==> src/rtl/fifo_rr_merge.sv <==
// Two-source round-robin merge with burst limit, feeding a 2-entry skid buffer.
// Each buffered entry carries its source index; per-source accept counters wrap.
module fifo_rr_merge #(
    parameter int MAX_BURST = 4
) (
    input  logic        clk,
    input  logic        rst_n,
    input  logic [15:0] data_in0,
    input  logic        data_in_vld0,
    output logic        data_in_rdy0,
    input  logic [15:0] data_in1,
    input  logic        data_in_vld1,
    output logic        data_in_rdy1,
    output logic [15:0] data_out,
    output logic        data_out_src,
    output logic        data_out_vld,
    input  logic        data_out_rdy,
    output logic [15:0] acc_cnt0,
    output logic [15:0] acc_cnt1
);

    localparam logic [3:0] LP_MAX = 4'(MAX_BURST);

    logic [16:0] r_head;
    logic [16:0] r_tail;
    logic [1:0]  r_occ;
    logic        r_ptr;
    logic [3:0]  r_bc;
    logic [15:0] r_cnt0;
    logic [15:0] r_cnt1;

    logic        w_can;
    logic        w_rdy0;
    logic        w_rdy1;
    logic        w_acc0;
    logic        w_acc1;
    logic        w_push;
    logic        w_pop;
    logic [16:0] w_din;
    logic [3:0]  w_bc_inc;
    logic        w_ptr_nxt;
    logic [3:0]  w_bc_nxt;

    // Readiness uses only registered occupancy, never the downstream ready.
    assign w_can  = rst_n && (r_occ != 2'd2);
    assign w_rdy0 = w_can && (!r_ptr || !data_in_vld1);
    assign w_rdy1 = w_can && (r_ptr || !data_in_vld0);
    assign w_acc0 = data_in_vld0 && w_rdy0;
    assign w_acc1 = data_in_vld1 && w_rdy1;
    assign w_push = w_acc0 || w_acc1;
    assign w_pop  = (r_occ != 2'd0) && data_out_rdy;
    assign w_din  = w_acc1 ? {1'b1, data_in1} : {1'b0, data_in0};

    always_comb begin
        w_bc_inc  = (w_acc1 != r_ptr) ? 4'd1 : r_bc + 4'd1;
        w_ptr_nxt = w_acc1;
        w_bc_nxt  = w_bc_inc;
        if (w_bc_inc == LP_MAX) begin
            w_ptr_nxt = ~w_acc1;
            w_bc_nxt  = 4'd0;
        end
    end

    always_ff @(posedge clk) begin
        if (!rst_n) begin
            r_head <= '0;
            r_tail <= '0;
            r_occ  <= 2'd0;
            r_ptr  <= 1'b0;
            r_bc   <= 4'd0;
            r_cnt0 <= '0;
            r_cnt1 <= '0;
        end else begin
            if (w_push) begin
                r_ptr <= w_ptr_nxt;
                r_bc  <= w_bc_nxt;
            end
            if (w_acc0) r_cnt0 <= r_cnt0 + 16'd1;
            if (w_acc1) r_cnt1 <= r_cnt1 + 16'd1;
            // Head register keeps its value when the buffer drains empty.
            case (r_occ)
                2'd0: begin
                    if (w_push) begin
                        r_head <= w_din;
                        r_occ  <= 2'd1;
                    end
                end
                2'd1: begin
                    if (w_push && w_pop) begin
                        r_head <= w_din;
                    end else if (w_push) begin
                        r_tail <= w_din;
                        r_occ  <= 2'd2;
                    end else if (w_pop) begin
                        r_occ  <= 2'd0;
                    end
                end
                default: begin
                    if (w_pop) begin
                        r_head <= r_tail;
                        r_occ  <= 2'd1;
                    end
                end
            endcase
        end
    end

    assign data_in_rdy0 = w_rdy0;
    assign data_in_rdy1 = w_rdy1;
    assign data_out     = r_head[15:0];
    assign data_out_src = r_head[16];
    assign data_out_vld = (r_occ != 2'd0);
    assign acc_cnt0     = r_cnt0;
    assign acc_cnt1     = r_cnt1;

endmodule
==> config.mk <==
export PLATFORM = sky130hd
export DESIGN_NAME = fifo_rr_merge
export DESIGN_NICKNAME = d
export VERILOG_FILES = /design/src/rtl/fifo_rr_merge.sv
export SDC_FILE = /design/constraint.sdc
export NUM_CORES = 1
export LEC_CHECK = 0
export CELL_PAD_IN_SITES_DETAIL_PLACEMENT = 0
export CELL_PAD_IN_SITES_GLOBAL_PLACEMENT = 1
export CORE_MARGIN = 2
export CORE_UTILIZATION = 41
export CTS_BUF_LIST = sky130_fd_sc_hd__clkbuf_4 sky130_fd_sc_hd__clkbuf_8
export CTS_CLUSTER_DIAMETER = 40
export DETAILED_ROUTE_END_ITERATION = 10
export PLACE_DENSITY_LB_ADDON = 0.1
export SLEW_MARGIN = 20
export SYNTH_ARGS = -nofsm -noshare
export SYNTH_HDL_FRONTEND = slang
export SYNTH_SLANG_ARGS = --single-unit
==> constraint.sdc <==
create_clock -name clk -period 5.3 [get_ports clk]
set_input_delay 1.06 -clock clk [delete_from_list [all_inputs] [get_ports clk]]
set_output_delay 1.06 -clock clk [all_outputs]
set_load 0.005 [all_outputs]
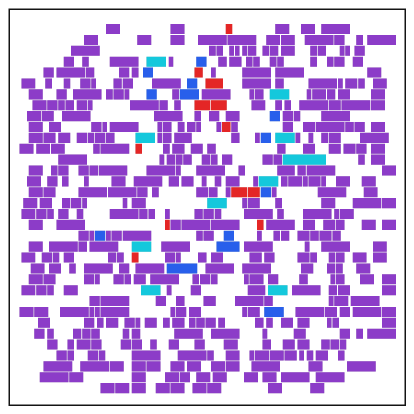
(run_1/sizes.png)
Drawn at 4 px/um.
colour	size	cells	most used
blue	_3 and _4 cells	13	buf_4
red	_2 cells	12	clkinv_2
cyan	_6 and larger	10	clkbuf_8
purple	_0 and _1 cells	465	clkdlybuf4s50_1

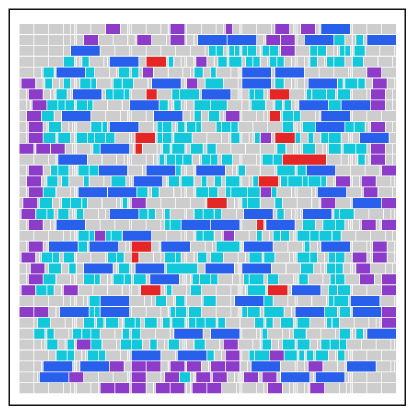
(run_1/placement_by_type.png)
Drawn at 4 px/um. Fill, decap, tap and diode cells in grey.
colour	class	cells
purple	other buffers and delay cells	95
red	clock drivers and dummy loads	15
cyan	combinational and other logic	317
blue	flops	73
final design area excluding fillers: 4780 um2
core box area: 8720 um2

==> impl_metrics.py, run 1 <==
# Synthesis and PnR figures
metrics = {
    "final_layout": {
        "clock_tree_area_fraction_pct": 3.85,
        "largestClassByArea": "logic gates",
        "layout.core_utilization_pct": 54.8,
        "stdcell_count": 608,
        "seq_cell_count": 73,
        "fillers": 823,
        "antenna-diode-count": 0,
        "area.share.sequential_pct": 30.6,
        "top_flop_regs": "r_head x17, r_tail x17",
        "lay_top_cells": "87 x sky130_fd_sc_hd__clkdlybuf4s50_1, 73 x sky130_fd_sc_hd__dfxtp_1, 34 x sky130_fd_sc_hd__a211oi_1",
        "syn_to_final_growth_pct": 30.2,
        "num-multi-input-gates": 310,
        "tally_of_clock_buffers_in_the_finished_layout": 11,
        "buf_share_pct": 19.4,
        "register_area_um2": 1460,
        "final_net_count": 536,
        "layout.non_clock_buffers": 95,
    },
    "cts": {
        "cts_inserted_buffers": 9,
        "cts.reportedPaths.clkPinSlew_ns": 0.08,
        "cts.repair.resized": 0,
        "tritoncts": "yes",
        "ctsHoldBuffers": 0,
        "clock_tree.htree_level_count": 3,
    },
    "setup_path": {
        "path_cells": "clkdlybuf4s50_1 -> nor2b_2 -> nor2_1 -> clkdlybuf4s50_1",
        "critPathRequiredTime_ns": 4.24,
        "end_kind": "primary output",
        "worst_path_dominant_cell_family": "buffers and inverters",
        "worst_path_most_repeated_cell": "sky130_fd_sc_hd__clkdlybuf4s50_1",
        "crit_path_largest_cell_delay_ns": 0.53,
        "critPathBufInv": 2,
        "timing_worst_setup_path_type": "primary input to primary output",
    },
    "routing": {
        "drt-met1-wl_mm": 4.56,
        "detailedRoute.firstIterationViolations": 126,
        "vias_per_std_cell": 5.93,
        "wl_per_cell_um": 15.9,
        "antenna_left": 0,
        "detailroute.wirelength.met2_mm": 4.39,
        "overall_via_count_from_detail_route": 3603,
        "detail_route.wirelength_mm": 9.65,
    },
    "global_route": {
        "grt_pass1_wl_mm": 16.2,
        "grt_overflow_total": 0,
        "grt.met3_usage_pct": 3.40,
        "grtUsageMet1_pct": 27.7,
        "grt_use_met2_pct": 31.9,
        "first_global_vias": 3319,
    },
    "place": {
        "port_buffers": 88,
        "placed_cell_count": 593,
        "place_hpwl_mm": 6.29,
    },
    "floorplan": {
        "fp.dieW_um": 98.6,
        "tap_count": 108,
        "ios": 89,
        "num_rows": 34,
        "die_area_um2": 9720,
    },
    "power": {
        "clock_group_uw": 423,
        "p_total_uw": 1180,
        "swShare_pct": 25.5,
        "power_frac_clock_pct": 35.8,
        "top_power_group": "registers",
        "pwr-share-seq_pct": 49.4,
        "internal_power_uw": 880,
        "worst_ir_drop_vdd_uv": 103,
        "p_leak_uw": 0.00154,
        "power_combinational_uw": 174,
        "sequentialPower_uw": 585,
    },
    "yosys": {
        "floorplan.nets": 467,
        "count_of_mapped_cells_out_of_synthesis": 427,
        "total_cells_reported_by_yosys_after_synthesis": 427,
        "post_synth_and_or_nand_nor_area_fraction_pct": 22.9,
        "post_synth_regs": 73,
        "synthesis.area_per_instance_um2": 8.59,
        "post_synth_num_cell_types": 45,
        "ys_async_sr_fraction_pct": 0,
        "ys.flop_type": "sky130_fd_sc_hd__dfxtp_1",
        "yosys_xor_share_pct": 1.19,
        "fa_ha_area_share_pct": 1.02,
        "synthesis.area_um2": 3670,
        "aoi_share_pct": 26.9,
        "synth-edff-count": 0,
        "synth_sequential_area_ratio_pct": 39.8,
        "synth.mux.area_fraction_pct": 3.07,
        "yosys_warnings": 0,
    },
    "timing": {
        "final_max_slew_violation_tally": 0,
        "relSlewSlack_pct": 43.4,
        "fin_skew_ns": 0.00817,
        "hold_viol": 0,
        "final_min_period_over_clock_period_pct": 66.0,
        "period_needed_ns": 3.50,
        "timing.fmax_mhz": 286,
    },
    "worst_hold_path": {
        "min-delay-path-class": "flip-flop to flip-flop",
    },
    "outcome": {
        "outcome": "finished clean",
    },
    "job": {
        "warning_count": 26,
    },
}
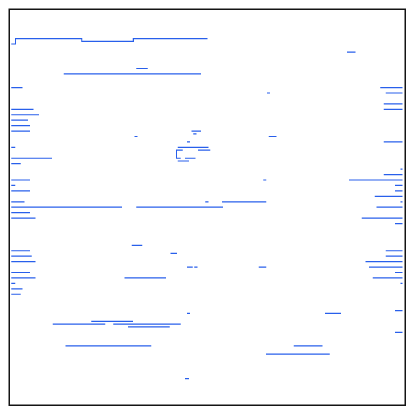
(run_1/layer_met3.png)
Drawn at 4 px/um.
nets with wire on the layer	68
wire length on this layer	486 um

## run 1: through the flow
| step | worst slack [ns] | instance area (um2) | hold slack, ns |
|---|---|---|---|
| 2_1_floorplan | 2.34 | 3670 | 0.459 |
| 3_3_place_gp | 1.80 | 4600 | 0.457 |
| 3_5_place_dp | 1.74 | 4600 | 0.464 |
| 4_1_cts | 1.78 | 4780 | 0.475 |
| 5_1_grt | 1.72 | 4780 | 0.496 |
| 6_report | 1.80 | 4780 | 0.470 |
## run 1: final timing paths
path / from / endpoint / slack (ns) / cells after the start
setup / recovery: data_in_vld0 / data_in_rdy1 / 1.80 / 4
hold / removal: r_head[5] / r_head[5] / 0.47 / 2
setup reg to reg: r_occ[1] / r_head[0] / 3.00 / 6
hold reg to reg: r_head[5] / r_head[5] / 0.47 / 2
## run 1: Yosys cell counts, types with 8 or more instances
cell,number,area share [%]
sky130_fd_sc_hd__a21oi_1,32,4.4
sky130_fd_sc_hd__dfxtp_1,73,40
sky130_fd_sc_hd__o31ai_1,21,4.3
sky130_fd_sc_hd__or4_1,8,1.6
sky130_fd_sc_hd__nand3_1,29,4.0
sky130_fd_sc_hd__mux2i_1,9,2.5
sky130_fd_sc_hd__o31a_1,16,3.8
sky130_fd_sc_hd__o41ai_1,10,2.4
sky130_fd_sc_hd__nand2b_1,8,1.4
sky130_fd_sc_hd__a211oi_1,34,7.0
sky130_fd_sc_hd__clkbuf_1,28,2.9
sky130_fd_sc_hd__nor2_1,29,3.0
sky130_fd_sc_hd__nor2b_1,20,3.4
sky130_fd_sc_hd__o311ai_0,10,2.4
sky130_fd_sc_hd__nand2_1,19,1.9
sky130_fd_sc_hd__nand4_1,12,2.0
==> run_1/logic_types.png <==
Drawn at 4 px/um.
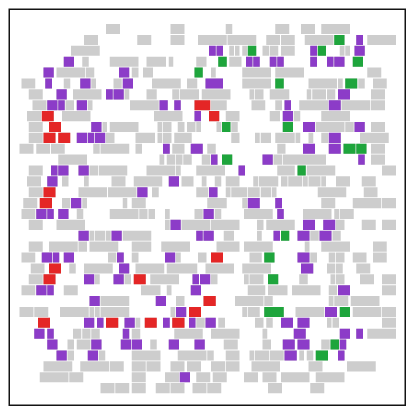

==> run 2: changes to the inputs <==
--- a/config.mk
+++ b/config.mk
@@ -8,7 +8,7 @@
 export CELL_PAD_IN_SITES_DETAIL_PLACEMENT = 0
 export CELL_PAD_IN_SITES_GLOBAL_PLACEMENT = 1
 export CORE_MARGIN = 2
-export CORE_UTILIZATION = 41
+export CORE_UTILIZATION = 38
 export CTS_BUF_LIST = sky130_fd_sc_hd__clkbuf_4 sky130_fd_sc_hd__clkbuf_8
 export CTS_CLUSTER_DIAMETER = 40
 export DETAILED_ROUTE_END_ITERATION = 10
==> constraint.sdc (replaced) <==
create_clock -name clk -period 3.6 [get_ports clk]
set_input_delay 0.72 -clock clk [delete_from_list [all_inputs] [get_ports clk]]
set_output_delay 0.72 -clock clk [all_outputs]
set_load 0.005 [all_outputs]
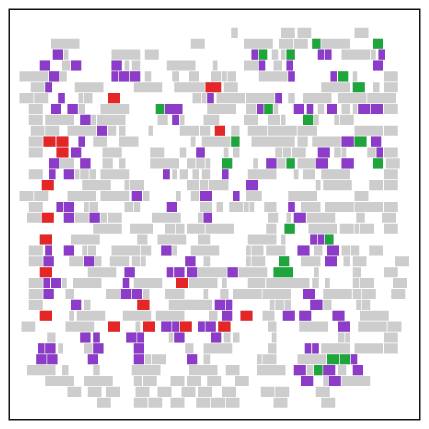
(run_2/logic_types.png)
Drawn at 4 px/um.
colour	family	cells	most used
green	AND and OR gates	21	or4_1
purple	inverting AOI/OAI gates	120	a211oi_1
red	AND-OR and OR-AND gates	18	o31a_1
non-filler instance count after layout: 633
Top cell excl fill/tap: sky130_fd_sc_hd__clkdlybuf4s50_1
logic share of the area: 41.8%

==> impl_metrics.py, run 2 <==
# Synthesis and PnR figures
metrics = {
    "outcome": {
        "outcome": "finished clean",
    },
    "cts": {
        "clock_insertion_delay_worst_skew_ns": 0.35,
        "clock_tree.htree_level_count": 3,
        "clockBufferDepth": 2,
        "clkSinkCount": 73,
        "ctsHoldBuffers": 0,
        "cts.repair.resized": 0,
        "cts.reportedPaths.clkPinSlew_ns": 0.07,
        "cts.root.buffer_cell": "sky130_fd_sc_hd__clkbuf_8",
        "tritoncts": "yes",
        "cts_inserted_buffers": 9,
        "post-cts-setup-buffer-count": 0,
    },
    "place": {
        "place_worst_setup_slack_ns": 0.641,
        "port_buffers": 88,
        "place_hpwl_mm": 6.70,
        "routabilityCongestion": 0.851,
        "postPlaceCellArea_um2": 4640,
    },
    "routing": {
        "drc": 0,
        "drt-met1-wl_mm": 4.66,
        "antenna_left": 0,
        "wl_per_cell_um": 15.8,
        "overall_via_count_from_detail_route": 3559,
        "detailroute.wirelength.met2_mm": 4.70,
        "detail_route.wirelength_mm": 10.0,
        "wl_met3_um": 557,
        "detailedRoute.firstIterationViolations": 117,
        "drt-pass1-iter-count": 4,
        "vias_per_std_cell": 5.62,
        "top_layer_used": "met4",
    },
    "global_route": {
        "first_global_vias": 3277,
        "grt_pass1_wl_mm": 16.2,
        "grt.met3_usage_pct": 5.40,
        "overall_routing_resource_usage_pct": 19.5,
        "top_usage_layer": "met2",
        "grtUsageMet1_pct": 24.5,
        "grt_overflow_total": 0,
        "grt_antenna_before_repair": 0,
        "grt_use_met2_pct": 33.2,
        "pin_count_of_the_biggest_net_entering_global_routing": 34,
    },
    "job": {
        "warning_count": 26,
        "maxCapViolCount": 0,
    },
    "timing": {
        "timing.hold.ws_ns": 0.469,
        "final_max_slew_violation_tally": 0,
        "rsz_0062_raised_after_global_routing": "false",
        "fin_setup_tns_ns": 0,
        "worst_slack_ns": 0.716,
        "finalSetupViolations": 0,
        "period_needed_ns": 2.88,
        "fin_skew_ns": 0.00730,
        "relSlewSlack_pct": 55.1,
        "timing.fmax_mhz": 347,
        "final_min_period_over_clock_period_pct": 80.1,
        "worst_pin_slew_ns": 0.671,
        "hold_viol": 0,
    },
    "power": {
        "pwr-share-seq_pct": 44.7,
        "internal_power_uw": 1460,
        "worst_ir_drop_vdd_uv": 278,
        "power_density_nw_per_um2": 394,
        "p_leak_uw": 0.00158,
        "power_frac_clock_pct": 42.0,
        "net_switching_component_of_the_power_uw": 472,
        "p_total_uw": 1930,
        "power.combinational.fraction_pct": 13.3,
        "swShare_pct": 24.5,
    },
    "yosys": {
        "top_cell": "sky130_fd_sc_hd__dfxtp_1",
        "fa_ha_area_share_pct": 1.02,
        "synthesis.area_um2": 3670,
        "floorplan.nets": 467,
        "commonest_cells_in_the_netlist": "73 x sky130_fd_sc_hd__dfxtp_1, 34 x sky130_fd_sc_hd__a211oi_1, 32 x sky130_fd_sc_hd__a21oi_1",
        "aoi_share_pct": 26.9,
        "synth.area.top_cells": "sky130_fd_sc_hd__dfxtp_1 40%, sky130_fd_sc_hd__a211oi_1 7.0%, sky130_fd_sc_hd__a21oi_1 4.4%",
        "yosys.stat.chipArea_um2": 3670,
        "synthesis.area_per_instance_um2": 8.59,
        "synth.mux.area_fraction_pct": 3.07,
        "ys_async_sr_fraction_pct": 0,
        "synth_sequential_area_ratio_pct": 39.8,
        "netlist.top_cell.by_area": "sky130_fd_sc_hd__dfxtp_1",
        "yosys_warnings": 0,
        "synth-edff-count": 0,
        "post_synth_and_or_nand_nor_area_fraction_pct": 22.9,
        "post_synth_num_cell_types": 45,
        "yosys-dominant-comb-family": "AND-OR/OR-AND gates",
        "yosys_xor_share_pct": 1.19,
        "count_of_mapped_cells_out_of_synthesis": 427,
        "post_synth_regs": 73,
        "synth.top_cell.area_share_pct": 39.8,
        "total_cells_reported_by_yosys_after_synthesis": 427,
        "ys.flop_type": "sky130_fd_sc_hd__dfxtp_1",
    },
    "setup_path": {
        "critPathMaxFanout": 8,
        "timing.rr.start": "r_occ[1]",
        "critical_path_start_type": "primary input",
        "end_kind": "primary output",
        "critical_path_arrival_ns": 2.16,
        "register_to_register_path_setup_slack_ns": 1.44,
        "critPathRequiredTime_ns": 2.88,
        "timing_worst_setup_path_type": "primary input to primary output",
        "worstReg2RegEnd": "acc_cnt1[7]",
        "ff2ff_path_depth": 4,
    },
    "floorplan": {
        "die_h_um": 102,
        "core_area_um2": 9280,
        "fp.dieW_um": 102,
        "die_area_um2": 10500,
        "num_rows": 35,
        "initial_core_util_pct": 39.5,
        "ios": 89,
    },
    "final_layout": {
        "final_net_count": 539,
        "lay_top_cells": "87 x sky130_fd_sc_hd__clkdlybuf4s50_1, 73 x sky130_fd_sc_hd__dfxtp_1, 34 x sky130_fd_sc_hd__a211oi_1",
        "final_area_um2": 4890,
        "syn_to_final_growth_pct": 33.3,
        "antenna-diode-count": 0,
        "top_flop_regs": "r_head x17, r_tail x17",
        "drive_above_1_share_pct": 7.74,
    },
    "worst_hold_path": {
        "holdCritStartpoint": "r_head[11]",
        "min_path_cells": 2,
        "min-delay-path-class": "flip-flop to flip-flop",
        "min_delay_worst_endpoint": "r_head[11]",
    },
}
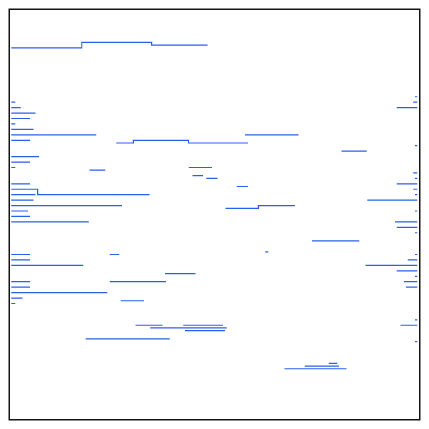
(run_2/layer_met3.png)
Drawn at 4 px/um.
longest straight run	27.8 um
main direction	horizontal
share of all routed wire	5.6%
nets with wire on the layer	67

==> run 2: cell types whose count changed in the layout (fill, tap and decap cells not counted) <==
cell	delta
sky130_fd_sc_hd__buf_4	+3
sky130_fd_sc_hd__clkbuf_8	+1
sky130_fd_sc_hd__bufinv_16	+2
sky130_fd_sc_hd__clkinvlp_4	+1
sky130_fd_sc_hd__clkinv_2	-2
sky130_fd_sc_hd__clkbuf_4	-1
==> run 2: layout make-up <==
class | count | area, um2
inverter | 7 | 26.3
multi-input combinational | 310 | 2040
timing repair buffer | 98 | 951
clock buffer | 11 | 145
fill | 906 | 4390
tap | 129 | 161
clock inverter | 5 | 103
sequential | 73 | 1460
==> run 2: power groups by stage <==
stage / registers (uW) / logic [uW] / clock network, uW
floorplan: 874 / 136 / 0
global placement: 880 / 257 / 0
detailed placement: 880 / 259 / 0
CTS: 861 / 260 / 819
global route: 866 / 284 / 841
finish: 862 / 256 / 810
==> run 2: critical path, cell delays in order <==
cell                              delay, ns
sky130_fd_sc_hd__clkdlybuf4s50_1       0.54
sky130_fd_sc_hd__nor2b_2               0.24
sky130_fd_sc_hd__nor2_1                0.14
sky130_fd_sc_hd__clkdlybuf4s50_1       0.52
==> run 2: worst max-delay path by stage <==
stage                 start            to  slack [ns]
2_1_floorplan  data_in_vld0  data_in_rdy1        1.32
3_3_place_gp   data_in_vld0  acc_cnt1[12]        0.75
3_5_place_dp   data_in_vld0  acc_cnt1[12]        0.64
4_1_cts        data_in_vld0  data_in_rdy1        0.72
5_1_grt        data_in_vld0  data_in_rdy1        0.65
6_report       data_in_vld0  data_in_rdy1        0.72
==> run 2: stage by stage <==
stage	instances	utilization, %
after floorplan	427	-
after global placement	617	50.0
after detailed placement	617	50.0
after CTS	633	52.7
after global routing	633	52.7
final	633	52.7
==> run_2/placement_by_type.png <==
Drawn at 4 px/um. Fill, decap, tap and diode cells in grey.
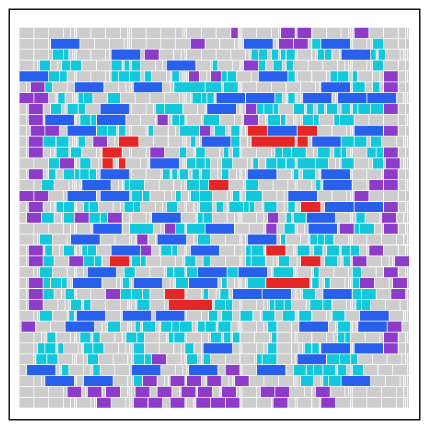

==> run 3: changes to the inputs <==
==> constraint.sdc (replaced) <==
create_clock -name clk -period 3.02 [get_ports clk]
set_input_delay 0.604 -clock clk [delete_from_list [all_inputs] [get_ports clk]]
set_output_delay 0.604 -clock clk [all_outputs]
set_load 0.005 [all_outputs]
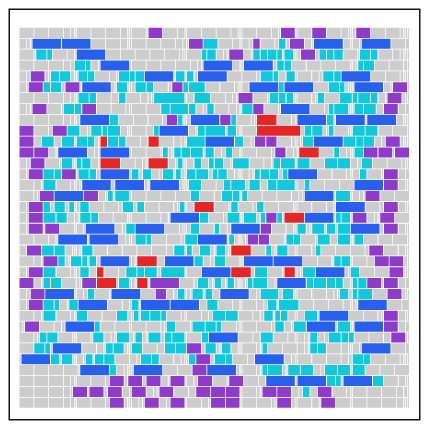
(run_3/placement_by_type.png)
Drawn at 4 px/um. Fill, decap, tap and diode cells in grey.
colour	class	cells
cyan	combinational and other logic	317
blue	flops	73
purple	other buffers and delay cells	101
red	clock drivers and dummy loads	16
core box area: 9280 um2
final design area excluding fillers: 4880 um2
total number of placement rows: 35
final core occ: 52.6%
Seq area share: 29.9%

==> impl_metrics.py, run 3 <==
# Synthesis and PnR figures
metrics = {
    "yosys": {
        "floorplan.nets": 467,
        "synth.top_cell.area_share_pct": 39.8,
        "total_cells_reported_by_yosys_after_synthesis": 427,
        "synth-edff-count": 0,
        "synthesis.area_um2": 3670,
        "post_synth_and_or_nand_nor_area_fraction_pct": 22.9,
        "fa_ha_area_share_pct": 1.02,
        "netlist.top_cell.by_area": "sky130_fd_sc_hd__dfxtp_1",
        "synth_sequential_area_ratio_pct": 39.8,
        "synth.mux.area_fraction_pct": 3.07,
        "ys.flop_type": "sky130_fd_sc_hd__dfxtp_1",
        "synth.area.top_cells": "sky130_fd_sc_hd__dfxtp_1 40%, sky130_fd_sc_hd__a211oi_1 7.0%, sky130_fd_sc_hd__a21oi_1 4.4%",
        "count_of_mapped_cells_out_of_synthesis": 427,
        "yosys_warnings": 0,
        "ys_async_sr_fraction_pct": 0,
        "post_synth_num_cell_types": 45,
        "aoi_share_pct": 26.9,
        "synthesis.area_per_instance_um2": 8.59,
        "yosys-dominant-comb-family": "AND-OR/OR-AND gates",
        "top_cell": "sky130_fd_sc_hd__dfxtp_1",
        "commonest_cells_in_the_netlist": "73 x sky130_fd_sc_hd__dfxtp_1, 34 x sky130_fd_sc_hd__a211oi_1, 32 x sky130_fd_sc_hd__a21oi_1",
        "post_synth_regs": 73,
        "yosys_xor_share_pct": 1.19,
        "yosys.stat.chipArea_um2": 3670,
    },
    "final_layout": {
        "final_net_count": 542,
        "antenna-diode-count": 0,
        "drive_above_1_share_pct": 8.28,
        "syn_to_final_growth_pct": 33.0,
        "fillers": 889,
        "lay_top_cells": "87 x sky130_fd_sc_hd__clkdlybuf4s50_1, 73 x sky130_fd_sc_hd__dfxtp_1, 34 x sky130_fd_sc_hd__a211oi_1",
        "top_flop_regs": "r_head x17, r_tail x17",
        "top_cell_excl_fill_tap": "sky130_fd_sc_hd__clkdlybuf4s50_1",
    },
    "job": {
        "warning_count": 26,
        "maxCapViolCount": 0,
    },
    "power": {
        "worst_ir_drop_vdd_uv": 259,
        "p_leak_uw": 0.00157,
        "power_density_nw_per_um2": 434,
    },
    "timing": {
        "final_min_period_over_clock_period_pct": 88.9,
        "hold_viol": 0,
        "fin_skew_ns": 0.0129,
        "fin_setup_tns_ns": 0,
        "rsz_0062_raised_after_global_routing": "false",
        "relSlewSlack_pct": 56.7,
        "period_needed_ns": 2.69,
        "finalSetupViolations": 0,
        "final_max_slew_violation_tally": 0,
        "worst_pin_slew_ns": 0.648,
        "timing.fmax_mhz": 372,
    },
    "setup_path": {
        "timing_worst_setup_path_type": "primary input to primary output",
        "critPathRequiredTime_ns": 2.42,
        "critPathMaxFanout": 8,
        "critical_path_start_type": "primary input",
        "critical_path_arrival_ns": 2.08,
        "critPathSlowestCell": "sky130_fd_sc_hd__clkdlybuf4s50_1",
        "worst_path_dominant_cell_family": "buffers and inverters",
        "register_to_register_path_setup_slack_ns": 0.98,
        "worst_path_most_repeated_cell": "sky130_fd_sc_hd__clkdlybuf4s50_1",
        "crit_path_largest_cell_delay_ns": 0.60,
        "path_cells": "clkdlybuf4s50_1 -> nor2b_2 -> nor2_1 -> clkdlybuf4s50_1",
        "critPathBufInv": 2,
        "end_kind": "primary output",
    },
    "floorplan": {
        "initial_core_util_pct": 39.5,
        "fp.dieW_um": 102,
        "die_area_um2": 10500,
        "die_h_um": 102,
        "ios": 89,
    },
    "cts": {
        "tritoncts": "yes",
        "clkSinkCount": 73,
        "clock_insertion_delay_worst_skew_ns": 0.34,
        "clockBufferDepth": 2,
        "cts.reportedPaths.clkPinSlew_ns": 0.07,
        "cts.root.buffer_cell": "sky130_fd_sc_hd__clkbuf_8",
        "post-cts-setup-buffer-count": 0,
        "clock_tree.htree_level_count": 3,
        "cts.repair.resized": 0,
        "cts_inserted_buffers": 9,
        "ctsHoldBuffers": 0,
    },
    "place": {
        "place_hpwl_mm": 6.66,
        "port_buffers": 88,
        "postPlaceCellArea_um2": 4680,
        "routabilityCongestion": 0.770,
    },
    "global_route": {
        "grtUsageMet1_pct": 25.5,
        "grt_antenna_before_repair": 0,
        "grt_pass1_wl_mm": 16.1,
        "grt_overflow_total": 0,
        "grt.met3_usage_pct": 4.17,
        "pin_count_of_the_biggest_net_entering_global_routing": 41,
        "first_global_vias": 3271,
    },
    "routing": {
        "drt-met1-wl_mm": 4.71,
        "detailedRoute.firstIterationViolations": 150,
        "overall_via_count_from_detail_route": 3545,
        "vias_per_std_cell": 5.57,
        "wl_per_cell_um": 15.5,
        "top_layer_used": "met4",
        "detailroute.wirelength.met2_mm": 4.67,
        "drc": 0,
        "detail_route.wirelength_mm": 9.83,
        "antenna_left": 0,
        "wl_met3_um": 422,
        "drt-pass1-iter-count": 4,
    },
    "worst_hold_path": {
        "min-delay-path-class": "flip-flop to flip-flop",
    },
    "outcome": {
        "outcome": "finished clean",
    },
}
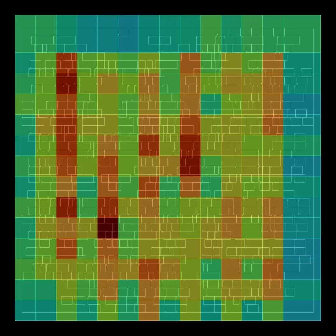
(run_3/congestion.png)
Most Used Layer, Global Route: met2
met2 global-route usage: 31.8%
overall routing resource usage: 19.2%

-- run 3: cell type report --
class | instances | area, um2 | area share (%)
flip-flops and latches | 73 | 1460 | 29.9
multi-input cells | 310 | 2040 | 41.9
repair buffers | 101 | 986 | 20.2
clock inverters | 5 | 55.1 | 1.13
inverters | 7 | 26.3 | 0.538
clock buffers | 11 | 145 | 2.97
well taps | 129 | 161 | 3.31
-- run 3: through the flow --
stage | utilization, % | worst slack, ns | power [uW] | instances | hold WS, ns
finish | 52.6 | 0.335 | 2120 | 636 | 0.466
global route | 52.6 | 0.249 | 2210 | 636 | 0.502
CTS | 52.6 | 0.334 | 2140 | 636 | 0.474
detailed placement | 50.4 | 0.274 | 1360 | 620 | 0.462
global placement | 50.4 | 0.306 | 1360 | 620 | 0.455
floorplan | - | 0.911 | 1200 | 427 | 0.459
-- run 3: tightest hold or removal path, stage by stage (launching register included) --
cell                      delay, ns
sky130_fd_sc_hd__dfxtp_1       0.32
sky130_fd_sc_hd__nand2_1       0.05
sky130_fd_sc_hd__mux2i_1       0.05
-- run 3: cell families after synthesis --
family | after synthesis
and+or+nand+nor | 153
AOI/OAI and AO/OA | 138
DFF | 73
buffers and inverters | 44
muxes | 11
xor gates and xnor gates | 5
adders and majority gates | 3
-- run 3: final timing paths --
path,start,endpoint,cells past startpoint
max,data_in_vld0,data_in_rdy1,4
max reg2reg,r_occ[0],acc_cnt1[7],4
min,acc_cnt0[15],acc_cnt0[15],2
min reg2reg,acc_cnt0[15],acc_cnt0[15],2
-- run 3: report_power, final --
part | switching, uW | total [uW] | internal, uW
sequential | 27.8 | 1030 | 998
clock | 370 | 781 | 411
combinational | 150 | 311 | 160
total | 549 | 2120 | 1570
No activity file was given, so power comes from the tool's default toggle rates.
